The metal 3 layer:
Bar = 20 um. Cells faint in the background.
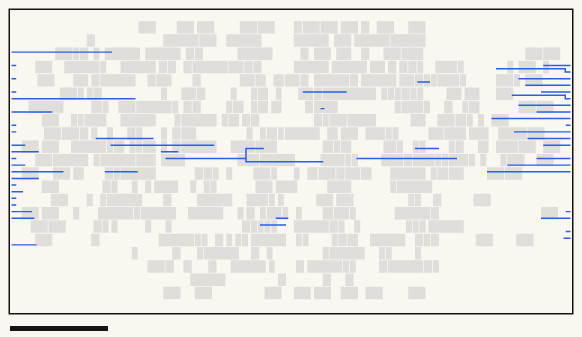
Met1 routing:
Bar = 20 um. Supply wires on this layer in grey.
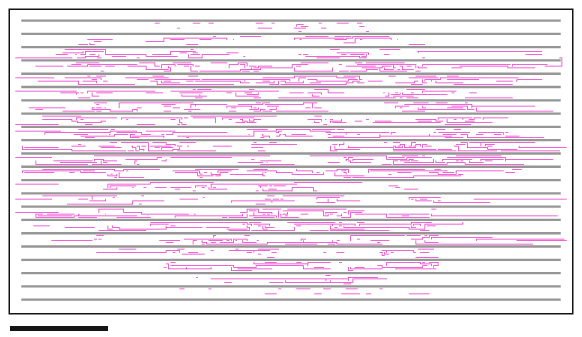
Gate-type map:
Bar = 20 um.
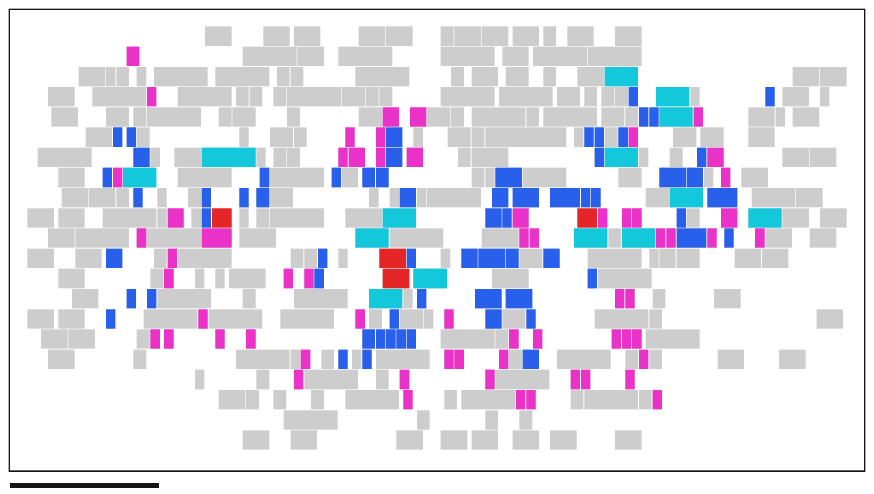
Layout detail:
Bar = 10 um. Region (66, 0) to (106, 40) um. Cells in grey, sequential cells in the stronger grey; small squares are vias.
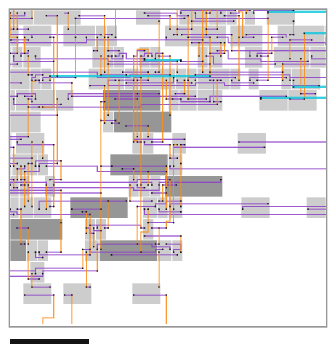
Track usage over the die:
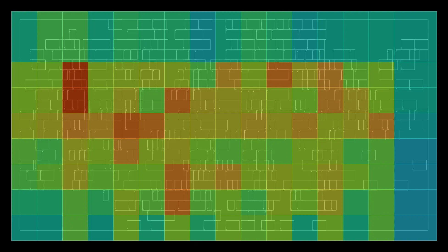
==> src/rtl/polar_lookahead_decider_if.sv <==
// polar_lookahead_decider_if: mask, LLR-pair, partial-sum and decided-frame channels of the look-ahead decider.
interface polar_lookahead_decider_if #(
  parameter int N = 16,
  parameter int LLR_W = 8,
  parameter int CNT_W = $clog2(N) + 1
);
  logic frz_valid;
  logic frz_ready;
  logic [N-1:0] frz_mask;
  logic llr_valid;
  logic llr_ready;
  logic [LLR_W-1:0] llr_a;
  logic [LLR_W-1:0] llr_b;
  logic ps_valid;
  logic [1:0] ps_out;
  logic frm_valid;
  logic frm_ready;
  logic [N-1:0] u_hat;
  logic [CNT_W-1:0] info_cnt;
  modport master (
    output frz_valid, frz_mask, llr_valid, llr_a, llr_b, frm_ready,
    input frz_ready, llr_ready, ps_valid, ps_out, frm_valid, u_hat, info_cnt
  );
  modport slave (
    input frz_valid, frz_mask, llr_valid, llr_a, llr_b, frm_ready,
    output frz_ready, llr_ready, ps_valid, ps_out, frm_valid, u_hat, info_cnt
  );
endinterface

==> src/rtl/polar_lookahead_decider.sv <==
// polar_lookahead_decider: sequential 2-bit look-ahead SC decision node; POLAR_LA_PIPE_EN registers each pair before deciding.
module polar_lookahead_decider #(
  parameter int N = 16,
  parameter int LLR_W = 8,
  parameter int CNT_W = $clog2(N) + 1
) (
  input logic clk,
  input logic rst,
  polar_lookahead_decider_if.slave bus
);
  localparam int KW = $clog2(N) - 1;
  localparam logic [KW-1:0] LAST = KW'(N / 2 - 1);
  localparam logic [1:0] IDLE = 2'd0, COLLECT = 2'd1, DONE = 2'd2, FLUSH = 2'd3;
  logic [1:0] state;
  logic [N-1:0] mask;
  logic [KW-1:0] k;
  logic acc;
  logic dv, f0, f1, u0, u1;
  logic [LLR_W-1:0] da, db;
  logic [KW-1:0] dk;
  logic [LLR_W:0] ae, be, g;
  assign acc = state == COLLECT && bus.llr_valid;
  assign bus.frz_ready = state == IDLE;
  assign bus.llr_ready = state == COLLECT;
  assign bus.frm_valid = state == DONE;
`ifdef POLAR_LA_PIPE_EN
  localparam logic [1:0] AFTER_LAST = FLUSH;
  logic pv, pf0, pf1;
  logic [LLR_W-1:0] pa, pb;
  logic [KW-1:0] pk;
  always_ff @(posedge clk) begin
    if (rst) begin
      pv <= 1'b0;
      pa <= '0;
      pb <= '0;
      pf0 <= 1'b0;
      pf1 <= 1'b0;
      pk <= '0;
    end else begin
      pv <= acc;
      if (acc) begin
        pa <= bus.llr_a;
        pb <= bus.llr_b;
        pf0 <= mask[{k, 1'b0}];
        pf1 <= mask[{k, 1'b1}];
        pk <= k;
      end
    end
  end
  assign {dv, da, db, dk, f0, f1} = {pv, pa, pb, pk, pf0, pf1};
`else
  localparam logic [1:0] AFTER_LAST = DONE;
  assign {dv, da, db, dk, f0, f1} = {acc, bus.llr_a, bus.llr_b, k, mask[{k, 1'b0}], mask[{k, 1'b1}]};
`endif
  // g is formed one bit wider than the LLRs so b+/-a never wraps
  assign ae = {da[LLR_W-1], da};
  assign be = {db[LLR_W-1], db};
  assign u0 = ~f0 & (da[LLR_W-1] ^ db[LLR_W-1]);
  assign g = u0 ? be - ae : be + ae;
  assign u1 = ~f1 & g[LLR_W];
  always_ff @(posedge clk) begin
    if (rst) begin
      state <= IDLE;
      mask <= '0;
      k <= '0;
      bus.u_hat <= '0;
      bus.info_cnt <= '0;
      bus.ps_valid <= 1'b0;
      bus.ps_out <= '0;
    end else begin
      bus.ps_valid <= dv;
      if (dv) begin
        bus.ps_out <= {u1, u0 ^ u1};
        bus.u_hat[{dk, 1'b0} +: 2] <= {u1, u0};
        bus.info_cnt <= bus.info_cnt + CNT_W'(u0) + CNT_W'(u1);
      end
      if (state == IDLE && bus.frz_valid) begin
        mask <= bus.frz_mask;
        k <= '0;
        bus.u_hat <= '0;
        bus.info_cnt <= '0;
        state <= COLLECT;
      end
      if (acc) begin
        k <= k + 1'b1;
        if (k == LAST) state <= AFTER_LAST;
      end
      if (state == FLUSH) state <= DONE;
      if (state == DONE && bus.frm_ready) state <= IDLE;
    end
  end
endmodule

==> src/flat_wrapper.sv <==
// flat-port wrapper written by rule: the top's interface ports become plain ports
module polar_lookahead_decider_flat 
#(
  parameter int N = 16,
  parameter int LLR_W = 8,
  parameter int CNT_W = $clog2(N) + 1
)
  (clk, rst, bus_frz_valid, bus_frz_mask, bus_llr_valid, bus_llr_a, bus_llr_b, bus_frm_ready, bus_frz_ready, bus_llr_ready, bus_ps_valid, bus_ps_out, bus_frm_valid, bus_u_hat, bus_info_cnt);
  polar_lookahead_decider_if #(.N(N), .LLR_W(LLR_W), .CNT_W(CNT_W)) bus_i ();
  input logic clk;
  input logic rst;
  input wire logic [$bits(bus_i.frz_valid)-1:0] bus_frz_valid;
  input wire logic [$bits(bus_i.frz_mask)-1:0] bus_frz_mask;
  input wire logic [$bits(bus_i.llr_valid)-1:0] bus_llr_valid;
  input wire logic [$bits(bus_i.llr_a)-1:0] bus_llr_a;
  input wire logic [$bits(bus_i.llr_b)-1:0] bus_llr_b;
  input wire logic [$bits(bus_i.frm_ready)-1:0] bus_frm_ready;
  output wire logic [$bits(bus_i.frz_ready)-1:0] bus_frz_ready;
  output wire logic [$bits(bus_i.llr_ready)-1:0] bus_llr_ready;
  output wire logic [$bits(bus_i.ps_valid)-1:0] bus_ps_valid;
  output wire logic [$bits(bus_i.ps_out)-1:0] bus_ps_out;
  output wire logic [$bits(bus_i.frm_valid)-1:0] bus_frm_valid;
  output wire logic [$bits(bus_i.u_hat)-1:0] bus_u_hat;
  output wire logic [$bits(bus_i.info_cnt)-1:0] bus_info_cnt;
  assign bus_i.frz_valid = bus_frz_valid;
  assign bus_i.frz_mask = bus_frz_mask;
  assign bus_i.llr_valid = bus_llr_valid;
  assign bus_i.llr_a = bus_llr_a;
  assign bus_i.llr_b = bus_llr_b;
  assign bus_i.frm_ready = bus_frm_ready;
  assign bus_frz_ready = bus_i.frz_ready;
  assign bus_llr_ready = bus_i.llr_ready;
  assign bus_ps_valid = bus_i.ps_valid;
  assign bus_ps_out = bus_i.ps_out;
  assign bus_frm_valid = bus_i.frm_valid;
  assign bus_u_hat = bus_i.u_hat;
  assign bus_info_cnt = bus_i.info_cnt;
  polar_lookahead_decider #(.N(N), .LLR_W(LLR_W), .CNT_W(CNT_W)) u_core (.clk(clk), .rst(rst), .bus(bus_i));
endmodule
==> config.mk <==
export PLATFORM = sky130hd
export DESIGN_NAME = polar_lookahead_decider_flat
export DESIGN_NICKNAME = d
export VERILOG_FILES = /design/src/rtl/polar_lookahead_decider_if.sv /design/src/rtl/polar_lookahead_decider.sv /design/src/flat_wrapper.sv
export SDC_FILE = /design/constraint.sdc
export NUM_CORES = 1
export LEC_CHECK = 0
export ABC_AREA = 1
export CAP_MARGIN = 20
export CORE_AREA = 2 2 113 60
export CTS_BUF_LIST = sky130_fd_sc_hd__clkbuf_8
export DETAILED_ROUTE_END_ITERATION = 16
export DIE_AREA = 0 0 115 62
export PLACE_DENSITY_LB_ADDON = 0.3
export SLEW_MARGIN = 15
export SYNTH_ARGS = -nofsm -noshare
export SYNTH_HDL_FRONTEND = slang
export SYNTH_SLANG_ARGS = --single-unit
==> constraint.sdc <==
create_clock -name clk -period 6.2 [get_ports clk]
set_clock_uncertainty 0.1 [all_clocks]
set_input_delay 0.62 -clock clk [delete_from_list [all_inputs] [get_ports clk]]
set_output_delay 0.62 -clock clk [all_outputs]
set_load 0.05 [all_outputs]
==> run summary <==
State of the implementation.

- Of the total power, registers draw 0.437.
- The worst-case max-slew headroom was logged as 0.600.
- The path type of the worst min-delay path is reg -> reg, for reference.
- The run finished with clean final reports.
- Per Yosys stat, the portion of area used by sequential elements is 0.373.
- The slowest cell on the critical path is sky130_fd_sc_hd__dfxtp_1, for reference.
- Setup repair after global routing left no endpoint under its margin.
- The total number of yosys warnings is 0, for reference.
- The share of total power dissipated in combinational logic is 0.243.
- The number of gates given a new drive strength after cts is 0, for reference.
- The area fraction of the largest cell type after synthesis is 0.373.
- At the floorplan stage, the core utilization is reported as 0.383.
- The routed wirelength on the met1 layer is recorded as 3390 um.
- The number of antenna diodes in the final layout is 0.
- The maximum operating frequency is 240 MHz, for reference.
- The required arrival time at the worst endpoint is 6.29 ns, for reference.
- The total buffers and inverters traversed by the critical path is 4, for reference.
- The horizontal die dimension reported for this design is 115 um.
- The signal on the critical path passes through inv_2 > nand2_1 > nand3_1 > nand2_1 > nand2_1 > and2_4 > nand2_4 > o41ai_1 > xor2_1 > ha_1 > nand2_1 > o21a_1 > nand2_1 > inv_1 > nand2_2 > nand3_2 > inv_2 > fa_1 > ha_1 > inv_1 > nor3_1 > nand2_1 > xor2_1 > nor2_1.
- The clock network latency to the later pin of the worst-skew pair is between 0.2 and 0.3 ns, for reference.
- The peak ir drop on the vdd network is 0.000144 V, for reference.
- Counting flops and latches in the post-synthesis netlist gives 45.
- The clock root buffer is sky130_fd_sc_hd__clkbuf_8, for reference.
- Grouping stages by cell kind, the critical path spends the most delay in simple AND/OR/NAND/NOR gates.
- The met2 track utilization from global routing is 0.231, for reference.
- The post-layout worst setup margin is 2.03 ns, for reference.
- The number of cells on the worst reg-to-reg path is 24.
- The remaining global-route overflow is 0, for reference.
- Sorting the Yosys area breakdown by cell type puts at the top sky130_fd_sc_hd__dfxtp_1.
- Per the layout area report, the register area comes to 901 um2.
- The via count of the first global-routing pass is between 2000 and 2500, for reference.
- The reg-to-reg setup timing slack is 2.03 ns, for reference.
- The critical setup path kind is reg -> reg, for reference.
- The largest fanout of any net on the critical path is 15, for reference.
- The logic depth of the worst setup path including buffers is 24, for reference.
- The total of fill cells in the finished design is 605, for reference.
- The final max-slew violation count recorded for this run is 0.
- After synthesis, the mean cell area works out to 7.72 um2.
- The fraction of power spent switching nets is 0.296, for reference.
- The largest buffer count on any clock path is 2, for reference.
- In the final layout, the multi-input gates occupy 1340 um2.
- The number of sinks on the clock net is 45, for reference.
- The placement report lists the number of port buffers as 63.
- In the routed layout, each cell is associated on average with a via count of ~4.9.
- The number of CTS-inserted buffers is 5, for reference.
- The share of the clock period used by the worst path is 0.672, for reference.
- The synthesis-to-finish area growth is 32.2%, for reference.
- Across all hold checks on the routed design, the worst slack comes to 0.360 ns.
- The minimum clock period after layout is 4.17 ns, for reference.
- Synthesis handed over a netlist of 313 instances.
- The switching component of the power was reported as 211 uW.
- The actual slew at the worst max-slew pin is between 0.5 and 0.6 ns, for reference.
- The net count of the finished layout is roughly 420.
- The count of different cell masters after synthesis is 31, for reference.
Notes on 'the metal 3 layer' above:
main direction: horizontal
longest straight run: 25.1 um
met3 track demand over resource: 0.0427
Via Count: 2220

Notes on 'met1 routing' above:
longest straight run: 35.9 um
main direction: horizontal
aggregate routed wire length: 5960 um
GRT met1 Usage: 0.278

Notes on 'gate-type map' above:
| family | colour | cells |
|---|---|---|
| fa/ha/maj cells | cyan | 14 |
| nand cells | blue | 65 |
| nor cells | magenta | 62 |
| non-inverting ao/oa cells | red | 4 |
most used logic cell in the final layout: sky130_fd_sc_hd__clkdlybuf4s50_1
multi-input combinational area share: 0.418

Notes on 'layout detail' above:
| layer | colour |
|---|---|
| metal 1 | purple |
| metal 2 | orange |
| metal 3 | cyan |
most frequent: nor2_1 (25), clkdlybuf4s50_1 (11), o21ai_0 (8)
netlist names of flops here include: u_core.mask (7)
cells with their middle in the window: 92
sequential cells in the window: 7

Notes on 'track usage over the die' above:
WL per Instance: 13.1 um
overall routing resource usage: 0.174
core utilization of the finished layout: 0.506
busiest metal layer after global routing: met1

## worst max-delay path by stage
stage / startpoint / end
final: u_core.dk[0]$_SDFFE_PP0P_ / u_core.bus.info_cnt[4]$_SDFFE_PP0P_
after global routing: u_core.dk[0]$_SDFFE_PP0P_ / u_core.bus.info_cnt[4]$_SDFFE_PP0P_
after CTS: u_core.dk[0]$_SDFFE_PP0P_ / u_core.bus.info_cnt[4]$_SDFFE_PP0P_
after detailed placement: bus_llr_a[7] / u_core.bus.info_cnt[4]$_SDFFE_PP0P_
after global placement: bus_llr_a[7] / u_core.bus.info_cnt[4]$_SDFFE_PP0P_
after floorplan: u_core.dk[0]$_SDFFE_PP0P_ / u_core.bus.info_cnt[4]$_SDFFE_PP0P_
## flip-flops by register name (all words and copies together) (netlist names)
register / count
u_core.mask: 16
u_core.bus.info_cnt: 5
u_core.bus.u_hat: 16
u_core.state: 2
u_core.dk: 3
u_core.bus.ps_valid: 1
u_core.bus.ps_out: 2
## cells in the final DEF (no fill, tap or decap), drive strengths merged
master         count
o221ai             2
a21oi             27
o41ai              1
clkdlybuf4s50     63
xnor2              1
xor2               7
a32o               2
or2                2
nand2             49
and2               1
clkbuf             6
nand3             11
o21ai             43
dfxtp             45
fa                 1
nand4              5
nor3               1
o21a               2
ha                13
bufinv             1
inv               30
nor2              61
## final cells by class
type	count	share of cell area
clock buffer	6	0.0259
clock inverter	2	0.0106
inverter	29	0.0341
multi-input combinational	229	0.418
sequential	45	0.282
tap	80	0.0313
timing repair buffer	63	0.197
## synthesized netlist by cell type (3+ instances only)
master and count:
sky130_fd_sc_hd__o21ai_0 40, sky130_fd_sc_hd__a21oi_1 18, sky130_fd_sc_hd__inv_2 6, sky130_fd_sc_hd__nand4_1 5, sky130_fd_sc_hd__xor2_1 5, sky130_fd_sc_hd__buf_6 4
sky130_fd_sc_hd__nand2_2 7, sky130_fd_sc_hd__inv_1 23, sky130_fd_sc_hd__nand2_4 3, sky130_fd_sc_hd__clkbuf_1 5, sky130_fd_sc_hd__nand3_1 5, sky130_fd_sc_hd__nand2_1 39
sky130_fd_sc_hd__a21oi_2 9, sky130_fd_sc_hd__nand3_2 6, sky130_fd_sc_hd__o21ai_1 3, sky130_fd_sc_hd__nor2_2 8, sky130_fd_sc_hd__dfxtp_1 45, sky130_fd_sc_hd__ha_1 13
sky130_fd_sc_hd__nor2_1 52
## worst register-to-register path, delay by kind of cell (launching register included)
family / cells / cell delay, ns
DFF: 1 / 0.64
xor gates and xnor gates: 2 / 0.30
adders and majority gates: 3 / 0.65
and+or+nand+nor: 13 / 1.61
AOI/OAI and AO/OA: 2 / 0.31
buffers and inverters: 4 / 0.46
## logic make-up after synthesis
kind of cell             after synthesis  share of synthesized area
AND-OR/OR-AND                         77                      0.184
XOR/XNOR                               8                     0.0352
adder cells (fa/ha/maj)               14                     0.0756
buffers and inverters                 39                     0.0736
flip-flops                            45                      0.373
AND/OR/NAND/NOR                      130                      0.258
## per-stage QoR
stage	std cells	cell area, um2
6_report	454	3190
5_1_grt	454	3190
4_1_cts	454	3190
3_5_place_dp	446	3080
3_3_place_gp	446	3080
2_1_floorplan	313	2410
Power and IR drop assume default switching activity.
